==> images/wires.png <==
Two of the layers only.
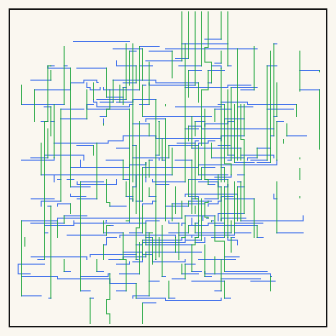
==> images/io_fan.png <==
Scale bar: 10 um.
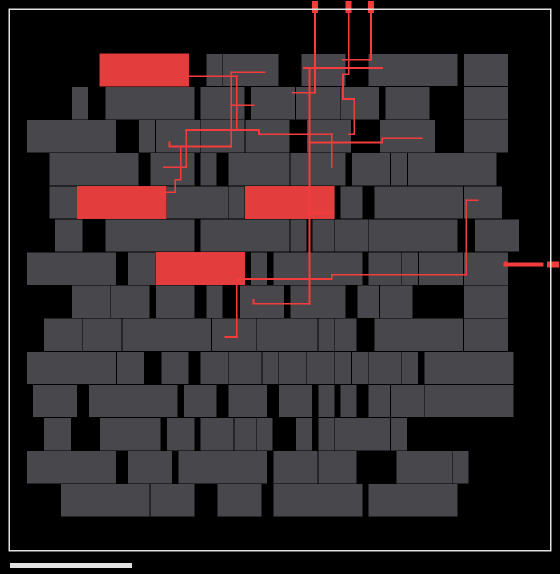
==> images/flops_by_reg.png <==
Scale bar: 10 um. Other sequential cells in the stronger grey, the rest of the logic in the fainter grey.
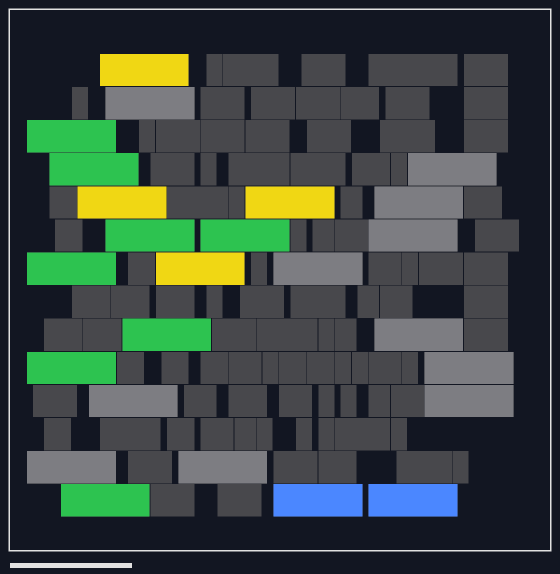
[config.mk]
export PLATFORM = sky130hd
export DESIGN_NAME = round_controller_flat
export DESIGN_NICKNAME = d
export VERILOG_FILES = /design/src/rtl/round_controller_if.sv /design/src/rtl/round_controller.sv /design/src/flat_wrapper.sv
export SDC_FILE = /design/constraint.sdc
export NUM_CORES = 1
export LEC_CHECK = 0
export CAP_MARGIN = 40
export CORE_UTILIZATION = 57
export CTS_BUF_LIST = sky130_fd_sc_hd__clkbuf_8
export CTS_CLUSTER_SIZE = 24
export DETAILED_ROUTE_END_ITERATION = 12
export PLACE_DENSITY = 0.9
export SYNTH_ARGS = -nofsm -noshare
export SYNTH_HDL_FRONTEND = slang
export SYNTH_SLANG_ARGS = --single-unit
[constraint.sdc]
create_clock -name clk -period 4 [get_ports clk]
set_clock_uncertainty 0.15 [all_clocks]
set_input_delay 0.4 -clock clk [delete_from_list [all_inputs] [get_ports clk]]
set_output_delay 0.4 -clock clk [all_outputs]
set_load 0.05 [all_outputs]
[src/rtl/round_controller_if.sv]
// Player/scorer signal bundle for round_controller.
//   master : the round controller (consumes player inputs, drives scorer outputs)
//   slave  : the environment (switches/buttons and the scoring block)
// Signals:
//   PlayerIn    [3:0] player nibble from switches
//   PlayerBtn         submit button, level
//   NextBtn           new-number button, level
//   RN          [3:0] current random nibble for display
//   sum         [3:0] RN + PlayerIn modulo 16
//   LoadPlayer        one-cycle pulse, sum valid
//   LoadRN            one-cycle pulse, new RN
//   RoundActive       high while waiting for the player's entry
interface round_controller_if;
  logic [3:0] PlayerIn;
  logic       PlayerBtn;
  logic       NextBtn;
  logic [3:0] RN;
  logic [3:0] sum;
  logic       LoadPlayer;
  logic       LoadRN;
  logic       RoundActive;

  modport master (
    input  PlayerIn, PlayerBtn, NextBtn,
    output RN, sum, LoadPlayer, LoadRN, RoundActive
  );

  modport slave (
    output PlayerIn, PlayerBtn, NextBtn,
    input  RN, sum, LoadPlayer, LoadRN, RoundActive
  );
endinterface

[src/rtl/round_controller.sv]
// Game-side round driver for the scoring block. Shows a pseudo-random nibble taken from a
// free-running 8-bit LFSR, captures the player's nibble, and hands RN + player to the scorer
// with LoadRN / LoadPlayer pulses. A guard period after each LoadPlayer keeps LoadRN quiet
// until the scorer has settled.
// Ports:
//   clk  rising-edge system clock
//   rst  synchronous, active-low reset
//   bus  round_controller_if.master (PlayerIn, PlayerBtn, NextBtn in; RN, sum, LoadPlayer,
//        LoadRN, RoundActive out)
// Build option:
//   ROUND_TIMEOUT_EN  when defined, an unanswered round is closed as a miss (sum = 0) after
//                     TIMEOUT_CYCLES clocks in ARMED.
module round_controller #(
  parameter logic [7:0]  LFSR_SEED      = 8'hA5,
  parameter int unsigned GUARD_CYCLES   = 3,
  parameter logic [23:0] TIMEOUT_CYCLES = 24'd10_000_000
) (
  input logic                clk,
  input logic                rst,
  round_controller_if.master bus
);

  localparam int unsigned GuardW = (GUARD_CYCLES > 1) ? $clog2(GUARD_CYCLES) : 1;
  localparam logic [GuardW-1:0] GuardLast = GuardW'(GUARD_CYCLES - 1);

  typedef enum logic [1:0] {StIdle, StArmed, StSettle, StDone} state_e;

  state_e            state_q, state_d;
  logic [7:0]        lfsr_q, lfsr_d;
  logic              pbtn_q, nbtn_q;
  logic              pbtn_evt, nbtn_evt;
  logic [3:0]        rn_q, rn_d;
  logic [3:0]        sum_q, sum_d;
  logic              load_player_q, load_player_d;
  logic              load_rn_q, load_rn_d;
  logic              round_active_q, round_active_d;
  logic [GuardW-1:0] guard_q, guard_d;
  logic              timeout_hit;

  // Fibonacci LFSR, x^8+x^6+x^5+x^4+1, feedback enters at bit 0.
  assign lfsr_d = {lfsr_q[6:0], lfsr_q[7] ^ lfsr_q[5] ^ lfsr_q[4] ^ lfsr_q[3]};

  assign pbtn_evt = bus.PlayerBtn & ~pbtn_q;
  assign nbtn_evt = bus.NextBtn & ~nbtn_q;

`ifdef ROUND_TIMEOUT_EN
  logic [23:0] timeout_q, timeout_d;

  assign timeout_hit = (state_q == StArmed) && (timeout_q == TIMEOUT_CYCLES - 24'd1);

  always_comb begin
    timeout_d = timeout_q;
    if (state_q == StArmed) begin
      timeout_d = timeout_q + 24'd1;
    end
    // Restart the budget whenever a new round is armed.
    if ((state_q == StIdle || state_q == StDone) && nbtn_evt) begin
      timeout_d = '0;
    end
  end

  always_ff @(posedge clk) begin
    if (!rst) begin
      timeout_q <= '0;
    end else begin
      timeout_q <= timeout_d;
    end
  end
`else
  logic unused_timeout_cfg;
  assign unused_timeout_cfg = ^TIMEOUT_CYCLES;
  assign timeout_hit = 1'b0;
`endif

  always_comb begin
    state_d        = state_q;
    rn_d           = rn_q;
    sum_d          = sum_q;
    load_player_d  = 1'b0;
    load_rn_d      = 1'b0;
    round_active_d = round_active_q;
    guard_d        = guard_q;

    unique case (state_q)
      StIdle, StDone: begin
        // RN takes the LFSR value seen this cycle, before the shift lands.
        if (nbtn_evt) begin
          rn_d           = lfsr_q[3:0];
          load_rn_d      = 1'b1;
          round_active_d = 1'b1;
          state_d        = StArmed;
        end
      end
      StArmed: begin
        // A real entry beats both NextBtn and a coincident timeout.
        if (pbtn_evt || timeout_hit) begin
          sum_d          = pbtn_evt ? (rn_q + bus.PlayerIn) : 4'h0;
          load_player_d  = 1'b1;
          round_active_d = 1'b0;
          guard_d        = '0;
          state_d        = StSettle;
        end
      end
      StSettle: begin
        if (guard_q == GuardLast) begin
          state_d = StDone;
        end else begin
          guard_d = guard_q + GuardW'(1);
        end
      end
      default: begin
        state_d        = StIdle;
        round_active_d = 1'b0;
      end
    endcase
  end

  always_ff @(posedge clk) begin
    if (!rst) begin
      state_q        <= StIdle;
      lfsr_q         <= LFSR_SEED;
      pbtn_q         <= 1'b0;
      nbtn_q         <= 1'b0;
      rn_q           <= 4'h0;
      sum_q          <= 4'h0;
      load_player_q  <= 1'b0;
      load_rn_q      <= 1'b0;
      round_active_q <= 1'b0;
      guard_q        <= '0;
    end else begin
      state_q        <= state_d;
      lfsr_q         <= lfsr_d;
      pbtn_q         <= bus.PlayerBtn;
      nbtn_q         <= bus.NextBtn;
      rn_q           <= rn_d;
      sum_q          <= sum_d;
      load_player_q  <= load_player_d;
      load_rn_q      <= load_rn_d;
      round_active_q <= round_active_d;
      guard_q        <= guard_d;
    end
  end

  assign bus.RN          = rn_q;
  assign bus.sum         = sum_q;
  assign bus.LoadPlayer  = load_player_q;
  assign bus.LoadRN      = load_rn_q;
  assign bus.RoundActive = round_active_q;

endmodule
[src/flat_wrapper.sv]
// flat-port wrapper written by rule: the top's interface ports become plain ports
module round_controller_flat 
#(
  parameter logic [7:0]  LFSR_SEED      = 8'hA5,
  parameter int unsigned GUARD_CYCLES   = 3,
  parameter logic [23:0] TIMEOUT_CYCLES = 24'd10_000_000
)
  (clk, rst, bus_PlayerIn, bus_PlayerBtn, bus_NextBtn, bus_RN, bus_sum, bus_LoadPlayer, bus_LoadRN, bus_RoundActive);
  round_controller_if bus_i ();
  input logic clk;
  input logic rst;
  input wire logic [$bits(bus_i.PlayerIn)-1:0] bus_PlayerIn;
  input wire logic [$bits(bus_i.PlayerBtn)-1:0] bus_PlayerBtn;
  input wire logic [$bits(bus_i.NextBtn)-1:0] bus_NextBtn;
  output wire logic [$bits(bus_i.RN)-1:0] bus_RN;
  output wire logic [$bits(bus_i.sum)-1:0] bus_sum;
  output wire logic [$bits(bus_i.LoadPlayer)-1:0] bus_LoadPlayer;
  output wire logic [$bits(bus_i.LoadRN)-1:0] bus_LoadRN;
  output wire logic [$bits(bus_i.RoundActive)-1:0] bus_RoundActive;
  assign bus_i.PlayerIn = bus_PlayerIn;
  assign bus_i.PlayerBtn = bus_PlayerBtn;
  assign bus_i.NextBtn = bus_NextBtn;
  assign bus_RN = bus_i.RN;
  assign bus_sum = bus_i.sum;
  assign bus_LoadPlayer = bus_i.LoadPlayer;
  assign bus_LoadRN = bus_i.LoadRN;
  assign bus_RoundActive = bus_i.RoundActive;
  round_controller #(.LFSR_SEED(LFSR_SEED), .GUARD_CYCLES(GUARD_CYCLES), .TIMEOUT_CYCLES(TIMEOUT_CYCLES)) u_core (.clk(clk), .rst(rst), .bus(bus_i));
endmodule
==> qor.csv <==
stage;metric;value;unit
route;DRT antenna net count;0;
yosys;cell count after synthesis;99;
final_layout;Comb/total area;0.383;
sta;Tightest Pin Transition;0.497;ns
power;VDD IR-drop max;372;uV
cts;Reg clk slew, reported paths;0.08;ns
final_layout;Combinational Gates;66;
yosys;Simple-Gate Area Share;0.175;
yosys;cell taking the most area after synthesis;dfxtp_1;
grt;met1 Resource Use GR;0.286;
grt;largest net degree at the start of global routing;19;
worst_setup_path;R2R Setup Slk;2.33;ns
grt;grt peak-use layer;met2;
final_layout;final-stage net count;134;
sta;PnR worst setup slack;1.89;ns
final_layout;inverter count;5;
cts;Hold Buf Count CTS;0;
final_layout;clock network area share;0.0387;
grt;initial antenna violation count;0;
power;total power;0.770;mW
grt;via count of the first global-routing pass;662;
worst_setup_path;WP buf/inv;2;
power;Net Sw Power;0.285;mW
worst_setup_path;critical-path cell list;clkdlybuf4s50_1 -> inv_1 -> or4_1 -> o31ai_1;
yosys;floorplan net count;114;
run_status;status;completed;
power;pwr dens;611;mW/mm^2
yosys;Post-synth top cells;25 x dfxtp_1, 11 x nor2_1, 7 x mux2i_1;
hold_path;hold path cells;1;
sta;Slew headroom;0.668;
sta;pins over their slew limit;0;
yosys;MUX share of area;0.0685;
yosys;aoi share;0.0844;
final_layout;largest class;flip-flops and latches;
yosys;syn avg cell area;10.3;sq um
final_layout;Logic cell area;483;sq um
worst_setup_path;Crit. path cell count;4;
yosys;Area contributors post-synth;dfxtp_1 49%, ha_1 7.3%, mux2i_1 6.8%;
worst_setup_path;WS Path Type;in2reg;
place;Setup WS pre-CTS;1.62;ns
worst_setup_path;RR Startpoint;u_core.state_q[0];
die;width of the die;44.4;um
cts;Root Driver;clkbuf_8;
worst_setup_path;Worst Path Required;4.03;ns
final_layout;Signal buffers;18;
route;top routing layer in use;met4;
power;Biggest consumer;registers;
yosys;sequential fraction of the synthesis area;0.489;
worst_setup_path;WP data arrival;2.14;ns
sta;Setup-failing EPs final;0;
cts;clock sink count;25;
route;Post-route DRC;0;
worst_setup_path;slowest cell delay on critical path;0.78;ns
final_layout;share of cells above drive strength 1;0.0763;
worst_setup_path;crit path max-delay cell type;clkdlybuf4s50_1;
place;dpl cell area;0.00121;sq mm
yosys;Warnings, synthesis;0;
route;vias per inst;5.08;
yosys;area reported by Yosys stat;0.00102;sq mm
cts;number of buffers added for setup after CTS;0;
yosys;Largest logic family;simple AND/OR/NAND/NOR gates;
worst_setup_path;Critical path destination;u_core.guard_q[0];
worst_setup_path;Reg2Reg Capture Point;u_core.guard_q[0];
yosys;xor+xnor area frac;0.0513;
final_layout;Top cells excl fill/tap;25 x dfxtp_1, 18 x clkdlybuf4s50_1, 11 x nor2_1, 7 x mux2i_1;
final_layout;Flops;25;
final_layout;final std cells w/o fill;142;
power;Cell Int Power;0.485;mW
die;# rows;14;
sta;RSZ-0062 raised after global routing;false;
sta;Total Neg Setup Slack;0;ns
worst_setup_path;FF-to-FF path depth;5;
yosys;main flop type;dfxtp_1;
yosys;Mapped Area;0.00102;sq mm
cts;clk ins delay skew pair;0.26;ns
route;TritonRoute pass-1 iters;4;
flow_run;Log Warnings;27;
yosys;Yosys cell types;28;
cts;H-tree depth;1;
Back to the opening pictures, wires.png:
metal 2 -> green  # wire length 867 um
metal 1 -> blue  # wire length 825 um
total track usage: 0.208
via count: 722
drt total wl: 1760 um
routed len/inst: 12.4 um

Back to the opening pictures, io_fan.png:
`bus_RN` -> red  # bits 4, direction output, edge 3 top, 1 right, end cells 4, wire 153 um
port bufs: 18
top-level I/O count: 19

Back to the opening pictures, flops_by_reg.png:
`u_core.bus.RN` -> yellow  # placed flops 4
`u_core.state_q` -> blue  # placed flops 2
`u_core.lfsr_q` -> green  # placed flops 8
not coloured = 11
total sequential power: 0.315 mW
final core utilization: 0.791
FF/Latch Area: 500 sq um
Seq/total area: 0.397

Power figures rest on the tool's default switching activity, not on a simulated workload.
